==> config.mk <==
export PLATFORM = sky130hd
export DESIGN_NAME = pc_adder_reg16_flat
export DESIGN_NICKNAME = d
export VERILOG_FILES = /design/src/rtl/pc_adder_reg16_if.sv /design/src/rtl/pc_adder_reg16.sv /design/src/flat_wrapper.sv
export SDC_FILE = /design/constraint.sdc
export NUM_CORES = 1
export LEC_CHECK = 0
export CORE_AREA = 2 2 81 83
export DETAILED_ROUTE_END_ITERATION = 10
export DIE_AREA = 0 0 83 85
export DONT_BUFFER_PORTS = 1
export SETUP_SLACK_MARGIN = 0.2
export SLEW_MARGIN = 40
export SYNTH_ARGS = -nofsm -noshare
export SYNTH_HDL_FRONTEND = slang
export SYNTH_SLANG_ARGS = --single-unit
==> constraint.sdc <==
create_clock -name clk -period 10.6 [get_ports clk]
set_input_delay 2.12 -clock clk [delete_from_list [all_inputs] [get_ports clk]]
set_output_delay 2.12 -clock clk [all_outputs]
set_load 0.01 [all_outputs]
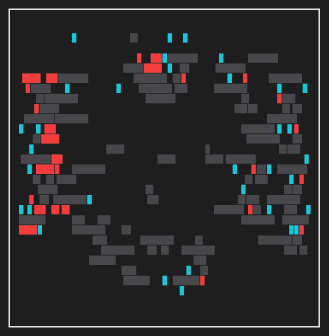
run_1/gate_families.png
[red] NAND gates | cells: 26
[cyan] inverters | cells: 33
final std cells w/o fill: 220
logic share of the area: 0.569
most numerous logic cell after layout: inv_1

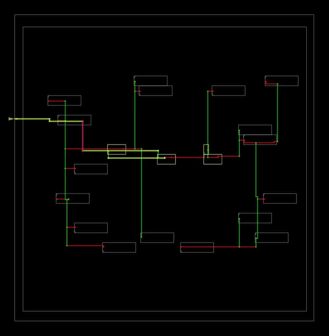
run_1/final_clocks.png
clock buffer count: 4
sequential cell count: 17

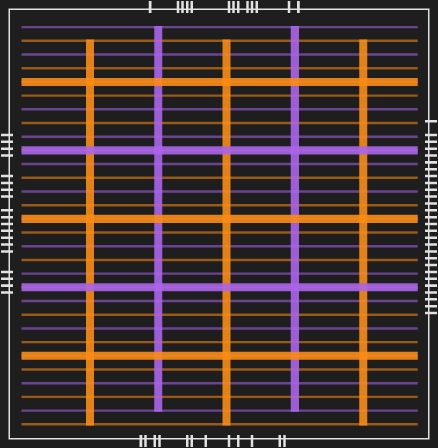
run_1/pdn.png
Pins as bars on the die edge.
[orange] VSS
[purple] VDD
met1 rails: 30
met5 straps: 5
rows: 29
VDD IR max: 39.0 uV
Floorplan Core Area: 6200 sq um
Die H: 85 um

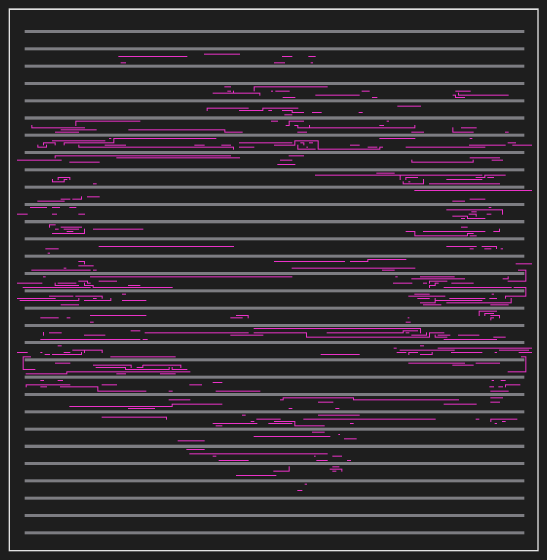
run_1/met1.png
Supply wires on this layer in gray.
nets with wire on the layer: 173
longest straight run: 31.7 um
wire length on this layer: 1430 um
vias: 983
WL final: 3.51 mm
grt met1 use: 0.122

==> flow_metrics.env <==
# source this file to load flow results
export IMPL_cp_end_kind="output pin"
export IMPL_ys_cells=144
export IMPL_die_w_um=83
export IMPL_syn_area_sq_um=1490
export IMPL_intPower_mw=0.127
export IMPL_rr_worst_depth=22
export IMPL_clock_sinks=17
export IMPL_syn_area_per_cell_sq_um=10.3
export IMPL_ant_nets=0
export IMPL_syn_to_final_growth_pct=9.01
export IMPL_p_switching_mw=0.0665
export IMPL_dp_hpwl_mm=2.76
export IMPL_area_leaders="dfrtp_1, fa_1, inv_1, a32o_1, a311oi_2"
export IMPL_start_kind="primary input"
export IMPL_placed_cell_area_sq_um=1550
export IMPL_warning_count=26
export IMPL_grt_max_degree=33
export IMPL_max_freq_ghz=0.0985
export IMPL_antenna_found_initial=0
export IMPL_cp_data_required_time_ns=8.48
export IMPL_stdcell_area_sq_um=1620
export IMPL_top_area_frac=0.286
export IMPL_chip_area_sq_um=7060
export IMPL_drv_slew=0
export IMPL_slowest_stage="fa_1"
export IMPL_setup_tns_final_ns=0
export IMPL_hold_slack_ns=0.673
export IMPL_grt_pass1_vias=1120
export IMPL_cap_violations=0
export IMPL_cp_max_fo=2
export IMPL_critPathKind="primary input to output pin"
export IMPL_post_route_period_util=0.958
export IMPL_tightest_slew_ns=0.506
export IMPL_hold_path_class="flip-flop to flip-flop"
export IMPL_fin_util=0.261
export IMPL_gp_congestion=0.740
export IMPL_finalPower_mw=0.194
export IMPL_comb_power_share=0.328
export IMPL_grt_setup_unrepaired="false"
export IMPL_power_frac_clock=0.262
export IMPL_drcViolationCount=0
export IMPL_ys_types=23
export IMPL_finClkSkew_ns=0.00216
export IMPL_path_delay_family="adder cells"
export IMPL_ys_ff=17
export IMPL_status="finished clean"
export IMPL_ys_seq_frac=0.286
export IMPL_synth_warning_count=0
export IMPL_vias_per_cell=4.47
export IMPL_syn_num_nets=198
export IMPL_cts_setup_buffers=0
export IMPL_post_cts_resized=8
export IMPL_relSlewSlack=0.662
export IMPL_io_pins=72
export IMPL_mostFrequentLayoutCells="inv_1, dfrtp_1, nand2_1"
export IMPL_place_ws_ns=-0.225
export IMPL_path_clk_slew_ns=0.07
export IMPL_place_inst=216
export IMPL_cp_slowest_stage_delay_ns=0.42
export IMPL_grt_ovfl_total=0
export IMPL_port_buffers=0
export IMPL_cts_buffer_depth=2
export IMPL_p_sw_frac=0.343
export IMPL_hold_violations=0
export IMPL_numCtsBuffers=3
export IMPL_setup_ws_ns=0.443
export IMPL_final_layout_size_suffix_gt1_frac=0.287
export IMPL_crit_chain="inv_1 > fa_1 > fa_2 > fa_2 > fa_2 > fa_2 > fa_2 > fa_2 > fa_2 > fa_2 > fa_2 > fa_2 > fa_2 > fa_1 > inv_1 > fa_1 > fa_1 > inv_1 > fa_1 > nand2b_2 > nand2_1"
export IMPL_cp_num_buf_inv=3
export IMPL_power_density_nw_per_um2=120
export IMPL_nets=198
export IMPL_largest_reg_flops=16
export IMPL_holdPathStages=2
export IMPL_critical_path_depth=21
export IMPL_grt_pass1_wl_mm=5.89
export IMPL_p_leak_nw=0.710
export IMPL_clk_latency_ns=0.25
export IMPL_power_frac_seq=0.410
export IMPL_top_area_cell="dfrtp_1"
export IMPL_wl_per_cell_um=16.0
export IMPL_rows=29
export IMPL_syn_inst=144
export IMPL_drtIter0Drc=16
export IMPL_gr_usage_all_layers=0.106
export IMPL_cp_common_cell="fa_2"
export IMPL_finalCriticalPeriod_ns=10.16
export IMPL_cts_hold_fix_buffers=0
export IMPL_worst_endpoint_arrival_ns=8.04
run 1: metal layers:
metal	routed length, um	up-vias	GRT usage	share of wire
met4	8	0	0.00894	0.0023
li1	-	444	-	-
met5	0	-	0	0
met2	1780	49	0.195	0.51
met3	296	2	0.0428	0.084
met1	1430	488	0.122	0.41
run 1: Yosys cell counts:
cell type and n:
inv_1 33, dfrtp_1 17, fa_1 16, nand2_1 14, a32o_1 9, and2_2 7
nor2b_1 7, or2_0 7, a311oi_2 5, nand2b_2 5, nand2b_4 5, and2_1 2
buf_2 2, buf_6 2, mux2_2 2, nand2b_1 2, o211a_1 2, or2_1 2
and2b_1 1, buf_4 1, clkbuf_2 1, nor2_2 1, o21a_1 1
run 1: power by group through the flow:
stage	clock, mW	sequential [mW]	combinational [mW]
2_1_floorplan	0	0.0791	0.0543
3_3_place_gp	0	0.0808	0.0614
3_5_place_dp	0	0.0809	0.0628
4_1_cts	0.0530	0.0797	0.0648
5_1_grt	0.0577	0.0805	0.0732
6_report	0.0507	0.0794	0.0636
run 1: final cells by class:
cell class / instances / area (sq um)
clock buffers: 4 / 45.0
fillers: 682 / 4580
inverters: 33 / 124
multi-input cells: 88 / 922
flip-flops and latches: 17 / 425
well taps: 77 / 96.3
repair buffers: 1 / 7.51
run 1: cells by family (layout without fill, tap and decap cells):
family                   Yosys count  in the layout  share of synthesized area
AND-OR/OR-AND                     17             17                      0.130
buffers and inverters             39             38                      0.114
adder cells (fa/ha/maj)           16             16                      0.215
flip-flops                        17             17                      0.286
multiplexers                       2              2                     0.0152
AND/OR/NAND/NOR                   53             53                      0.240
run 1: tightest hold or removal path, cell delays in order, from the launching register on:
cell	delay [ns]
dfrtp_1	0.46
nand2b_4	0.11
a311oi_2	0.08
Power and IR drop assume default switching activity.
